--- src/rtl/ps2_scancode_decoder.sv ---
// PS/2 Set-2 scancode parser: synchronises the receiver's byte flag, resolves
// E0/F0 prefixes into key events, tracks typematic repeats and a hex-key history.
module ps2_scancode_decoder #(
    parameter int unsigned TIMEOUT_CYCLES = 2_000_000
) (
    input  logic        clk,
    input  logic        reset,
    input  logic [7:0]  scancode,
    input  logic        key_valid,
    output logic        event_valid,
    output logic [7:0]  event_code,
    output logic        event_break,
    output logic        event_ext,
    output logic        event_repeat,
    output logic        hex_valid,
    output logic [15:0] history,
    output logic        proto_err
);
    localparam int unsigned CW = $clog2(TIMEOUT_CYCLES + 1);

    typedef enum logic [1:0] {IDLE, EXT, BRK, EXT_BRK} state_t;

    state_t          state, state_nx;
    logic            s1, s2, s3, strobe;
    logic [7:0]      byte_q;
    logic            byte_pend;
    logic [CW-1:0]   cnt;
    logic            timeout;
    logic            is_e0, is_f0, is_drop;
    logic            emit, emit_brk, emit_ext, stray_e0;
    logic            held_valid;
    logic [8:0]      held;
    logic            is_repeat;
    logic [3:0]      digit;
    logic            digit_hit;

    // Flops preset to 1 so a flag already high at reset release is not an edge.
    always_ff @(posedge clk) begin
        if (reset) begin
            s1 <= 1'b1;
            s2 <= 1'b1;
            s3 <= 1'b1;
        end else begin
            s1 <= key_valid;
            s2 <= s1;
            s3 <= s2;
        end
    end

    assign strobe = s2 & ~s3;

    always_ff @(posedge clk) begin
        if (reset) begin
            byte_q    <= '0;
            byte_pend <= 1'b0;
        end else begin
            byte_pend <= strobe;
            if (strobe)
                byte_q <= scancode;
        end
    end

    // A byte in flight (strobe or pending) always takes priority over expiry.
    assign timeout = (state != IDLE) && !strobe && !byte_pend &&
                     (cnt == CW'(TIMEOUT_CYCLES - 1));

    always_ff @(posedge clk) begin
        if (reset || strobe || byte_pend || timeout || state == IDLE)
            cnt <= '0;
        else
            cnt <= cnt + 1'b1;
    end

    assign is_e0   = (byte_q == 8'hE0);
    assign is_f0   = (byte_q == 8'hF0);
    assign is_drop = (byte_q == 8'hAA) || (byte_q == 8'hFA) || (byte_q == 8'hFE) ||
                     (byte_q == 8'hEE) || (byte_q == 8'h00) || (byte_q == 8'hFF);

    always_ff @(posedge clk) begin
        if (reset)
            state <= IDLE;
        else
            state <= state_nx;
    end

    always_comb begin
        state_nx = state;
        if (byte_pend) begin
            unique case (state)
                IDLE: begin
                    if (is_e0)
                        state_nx = EXT;
                    else if (is_f0)
                        state_nx = BRK;
                end
                EXT: begin
                    if (is_f0)
                        state_nx = EXT_BRK;
                    else if (!is_e0)
                        state_nx = IDLE;
                end
                BRK, EXT_BRK: begin
                    if (is_e0)
                        state_nx = EXT;
                    else if (!is_f0)
                        state_nx = IDLE;
                end
                default: state_nx = IDLE;
            endcase
        end else if (timeout) begin
            state_nx = IDLE;
        end
    end

    always_comb begin
        emit     = 1'b0;
        emit_brk = 1'b0;
        emit_ext = 1'b0;
        stray_e0 = 1'b0;
        if (byte_pend) begin
            unique case (state)
                IDLE: emit = !is_e0 && !is_f0 && !is_drop;
                EXT: begin
                    stray_e0 = is_e0;
                    emit     = !is_e0 && !is_f0;
                    emit_ext = 1'b1;
                end
                BRK, EXT_BRK: begin
                    stray_e0 = is_e0;
                    emit     = !is_e0 && !is_f0;
                    emit_brk = 1'b1;
                    emit_ext = (state == EXT_BRK);
                end
                default: ;
            endcase
        end
    end

    assign is_repeat = held_valid && (held == {emit_ext, byte_q});

    always_comb begin
        digit_hit = 1'b1;
        digit     = 4'h0;
        unique case (byte_q)
            8'h45: digit = 4'h0;
            8'h16: digit = 4'h1;
            8'h1E: digit = 4'h2;
            8'h26: digit = 4'h3;
            8'h25: digit = 4'h4;
            8'h2E: digit = 4'h5;
            8'h36: digit = 4'h6;
            8'h3D: digit = 4'h7;
            8'h3E: digit = 4'h8;
            8'h46: digit = 4'h9;
            8'h1C: digit = 4'hA;
            8'h32: digit = 4'hB;
            8'h21: digit = 4'hC;
            8'h23: digit = 4'hD;
            8'h24: digit = 4'hE;
            8'h2B: digit = 4'hF;
            default: digit_hit = 1'b0;
        endcase
    end

    always_ff @(posedge clk) begin
        if (reset) begin
            event_valid  <= 1'b0;
            event_code   <= '0;
            event_break  <= 1'b0;
            event_ext    <= 1'b0;
            event_repeat <= 1'b0;
            hex_valid    <= 1'b0;
            history      <= '0;
            proto_err    <= 1'b0;
            held_valid   <= 1'b0;
            held         <= '0;
        end else begin
            event_valid <= emit;
            hex_valid   <= 1'b0;
            proto_err   <= timeout | stray_e0;
            if (emit) begin
                event_code   <= byte_q;
                event_break  <= emit_brk;
                event_ext    <= emit_ext;
                event_repeat <= !emit_brk && is_repeat;
                if (emit_brk) begin
                    if (is_repeat)
                        held_valid <= 1'b0;
                end else if (!is_repeat) begin
                    held_valid <= 1'b1;
                    held       <= {emit_ext, byte_q};
                    if (!emit_ext && digit_hit) begin
                        hex_valid <= 1'b1;
                        history   <= {history[11:0], digit};
                    end
                end
            end
        end
    end
endmodule

--- config.mk ---
export PLATFORM = sky130hd
export DESIGN_NAME = ps2_scancode_decoder
export DESIGN_NICKNAME = d
export VERILOG_FILES = /design/src/rtl/ps2_scancode_decoder.sv
export SDC_FILE = /design/constraint.sdc
export NUM_CORES = 1
export LEC_CHECK = 0
export ABC_AREA = 1
export CORE_AREA = 2 2 102 128
export CTS_BUF_LIST = sky130_fd_sc_hd__clkbuf_8
export CTS_CLUSTER_SIZE = 12
export DETAILED_ROUTE_END_ITERATION = 12
export DIE_AREA = 0 0 104 130
export SLEW_MARGIN = 20
export SYNTH_ARGS = -nofsm -noshare
export SYNTH_HDL_FRONTEND = slang
export SYNTH_SLANG_ARGS = --single-unit
--- constraint.sdc ---
create_clock -name clk -period 5.6 [get_ports clk]
set_clock_uncertainty 0.1 [all_clocks]
set_input_delay 1.12 -clock clk [delete_from_list [all_inputs] [get_ports clk]]
set_output_delay 1.12 -clock clk [all_outputs]
set_load 0.01 [all_outputs]
### I/O pins on the die edge

Pins as bars across the die edge, other pins in grey.
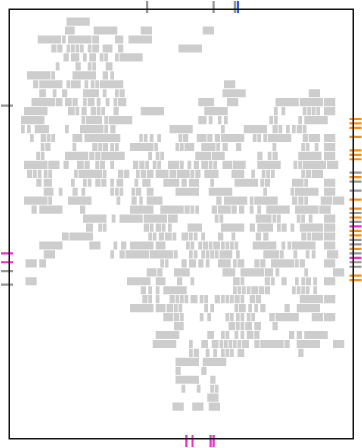
- orange: history (pins 16; direction output; edge east)
- magenta: scancode (pins 8; direction input; edge 4 south, 2 east, 2 west)
- blue: event_repeat (pins 1; direction output; edge north)

### Signal wires by layer

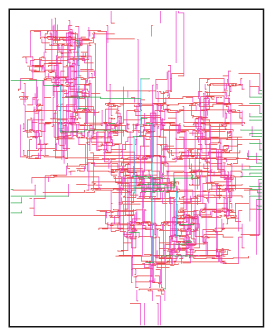
- green: met3 (wire length 346 µm)
- magenta: met2 (wire length 4060 µm)
- cyan: met4 (wire length 209 µm)
- red: met1 (wire length 3910 µm)
Via Count: 3334
DR WL/cell: 11.8 µm
total global-route track usage: 12.9%
Routed Wire Length: 8.52 mm

### Placement by cell class

Fill, decap, tap and diode cells in grey.
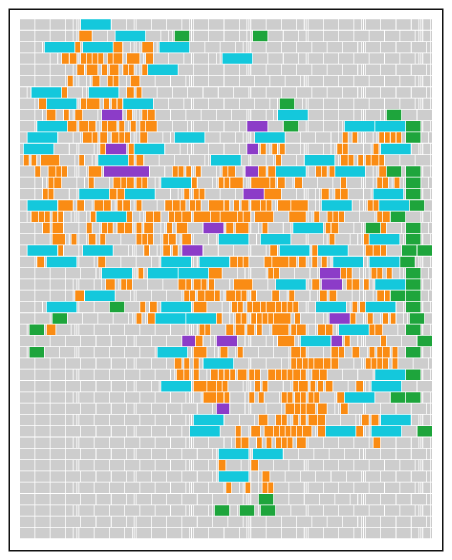
- green: other buffers and delay cells (cells 40)
- purple: clock drivers and dummy loads (cells 16)
- orange: all other logic (cells 426)
- cyan: flip-flops (cells 75)

### Clock network drawn from the DEF

Scale bar: 20 µm.
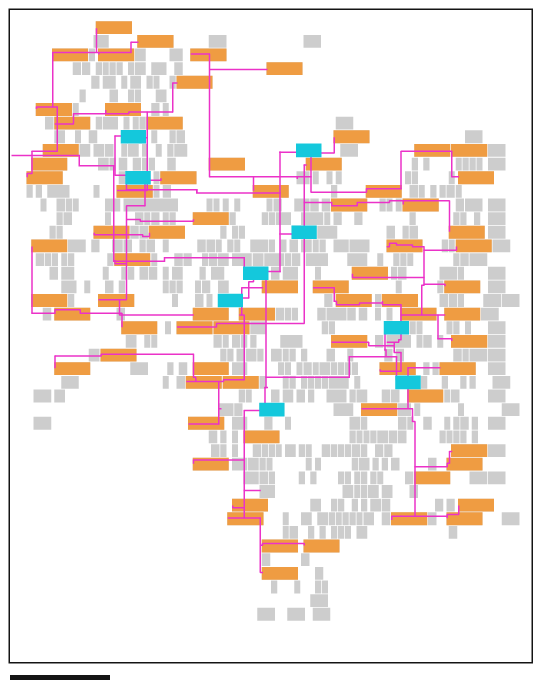
- cyan: cells driving clock nets (count 9)
- magenta: clock wires (length 1040 µm)
- orange: flip-flops (count 75)
- routed clock nets: 10
Clk pwr share: 43.5%
Clock Latency Late Sink: 350 ps
Clock net power: 444 µW

### Placement view

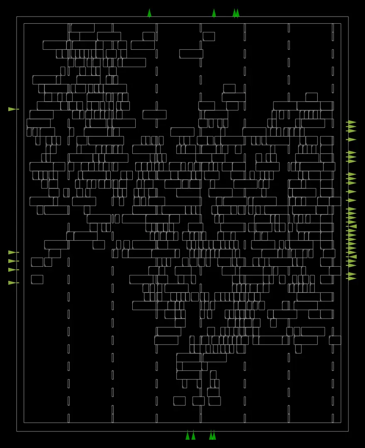
# Taps: 168
Seq Cell Count: 75

==> job_summary.md <==
## Synthesis and layout report

| Metric | Value |
|---|---|
| Post-synthesis cell count | 515 |
| Die Y | 130 µm |
| Pwr Density | 235 nW/µm² |
| RSZ-0062 raised after global routing | false |
| Setup violations, final | 0 |
| Critical path type | input pin to flip-flop |
| Clock Path Buffers | 2 |
| Area Overhead vs Synth | 20.0% |
| Top post-synthesis cells by area | dfxtp_1 41%, nand2_1 11%, nor2_1 9.2% |
| CP required | 5800 ps |
| Largest net degree at the start of global routing | 31 |
| Met1 GRT Util | 15.5% |
| Num ports | 41 |
| Post-Synth XOR/XNOR Area | 2.42% |
| FA/HA/MAJ Cells, Area Fraction | 1.04% |
| 1st-iter DRT viols | 99 |
| Post-synth regs | 75 |
| Setup crit start | reset |
| Dominant cell area share | 41.5% |
| Post-CTS setup buffers | 0 |
| Nets | 566 |
| Vias/cell | 4.60 |
| Final period util | 57.1% |
| Status | finished clean |
| Mapped Area | 3620 µm² |
| Clock-pin slew on the worst setup and hold paths | 90 ps |
| Minimum clock period | 3200 ps |
| Top comb family, area | simple AND/OR/NAND/NOR gates |
| Hold EP | s2$_SDFF_PP1_ |
| Min-delay worst type | flip-flop to flip-flop |
| # port buffers | 40 |
| Slew Viols, Final | 0 |
| Resize count post-CTS | 0 |
| Yosys simple share | 36.6% |
| Leak pwr | 0.00163 µW |
| Pre-CTS setup slack | 1990 ps |
| N_diodes | 0 |
| Complex Gates by Area | 10.1% |
| Num CTS Buffers | 9 |
| H-tree levels | 3 |
| Met3 usage | 3.00% |
| Top cell excl fill/tap | nand2_1 |
| Share of cells above drive strength 1 | 11.1% |
| Max_slew headroom | 40.8% |
| DRT antenna net count | 0 |
| Achievable Freq | 0.313 GHz |
| Total of max-cap violations | 0 |
| Total grt overflow | 0 |
| Internal reg-to-reg setup slack | 3000 ps |
| Chip Area, Yosys | 3620 µm² |
| Fp util | 29.1% |
| Die Size | 13500 µm² |
| Gp weighted congestion | 0.815 |
| Placed Cells | 709 |
| Antenna violations before repair | 0 |
| Hold buffer count at cts | 0 |
| Floorplan Nets | 529 |
| Top cells excl fill/tap | 107 x nand2_1, 89 x nor2_1, 75 x dfxtp_1, 45 x inv_1, 40 x clkdlybuf4s50_1 |
| Worst Hold Path Cells | 1 |
| Worst r2r path cells | 12 |
| Root Driver | clkbuf_8 |
| Crit path max fanout | 21 |
| Die X | 104 µm |
| Maximum VDD drop | 0.130 mV |
| R2R Path Start | byte_q[2]$_SDFFE_PP0P_ |
| Register share after synthesis | 41.5% |
| Vias in the first global route | 3148 |
| Detailed Place HPWL | 6.34 mm |
| Yosys stat cell total | 515 |
| Worst R2R End | held[7]$_SDFFE_PP0P_ |
| Post-synth top area cell | dfxtp_1 |
| Min-delay src | s1$_SDFF_PP1_ |
| Cell Rows | 46 |
| Mux share | 0% |
| CTS Sinks | 75 |
| Core Region | 12400 µm² |
| Startpoint types | input pin |
| Setup ws final | 2400 ps |
| Global-route wire length before repair | 14.4 mm |
| OpenROAD warning count | 27 |
| Setup TNS | 0 ps |
| Final std cells w/o fill | 725 |
| CTS tree | done |
| Timing endpoint of the critical path | cnt[12]$_SDFF_PP0_ |
| Most crowded layer after global routing | met2 |
## flip-flops by register name, summed over array words and instances, names as in the netlist
signal and cells:
event_repeat 1, cnt 21, s1 1, event_valid 1
s2 1, hex_valid 1, byte_q 8, history 16
proto_err 1, byte_pend 1, held_valid 1, event_break 1
held 9, state 2, event_ext 1, event_code 8
s3 1
## stage by stage
stage	area (µm²)	util, %	hold WS, ps	total power [µW]
finish	4340	34.9	312	1020
global route	4340	34.9	327	1060
CTS	4340	34.9	316	1040
detailed placement	4130	33.3	297	591
global placement	4130	33.3	294	590
floorplan	3620	-	289	576
## worst max-delay path, cell delays in order
cell and delay [ps]:
clkdlybuf4s50_1 750, nor2_1 270, nand4_1 720, a21oi_1 350, o21a_1 170
## cells in the mapped netlist (all sizes together)
cell type,n
nand2,123
o21a,3
dfxtp,75
a31oi,1
nor2,99
a21oi,31
nor4,3
o211ai,1
clkbuf,5
o21ai,30
xnor2,1
a22o,1
nand3b,1
nand4,9
xor2,9
o22ai,2
ha,3
buf,9
nor4b,1
or2,6
nand3,29
nor3,18
inv,55
## area by class of cell
cell class	instances	area, µm²
Inverter	55	206
Tap cell	168	210
Timing Repair Buffer	40	400
Sequential cell	75	1500
Clock buffer	10	138
Clock inverter	6	71.3
Fill cell	1345	8090
Multi-Input combinational cell	371	1820
## kinds of logic after synthesis
group | count (synthesis)
buf+inv | 69
xor+xnor | 10
fa+ha+maj | 3
compound gates | 69
simple gates | 289
flops | 75
## power breakdown
group | switching [µW] | internal (µW)
Clock | 222 | 222
Sequential | 3.63 | 536
Combinational | 22.8 | 15.4
## metal layers
layer / vias up / share of wire (%)
li1: 1720 / -
met1: 1518 / 46
met2: 77 / 48
met3: 19 / 4.1
met4: 0 / 2.4
met5: - / 0
Power is estimated from default activity; no workload was simulated.
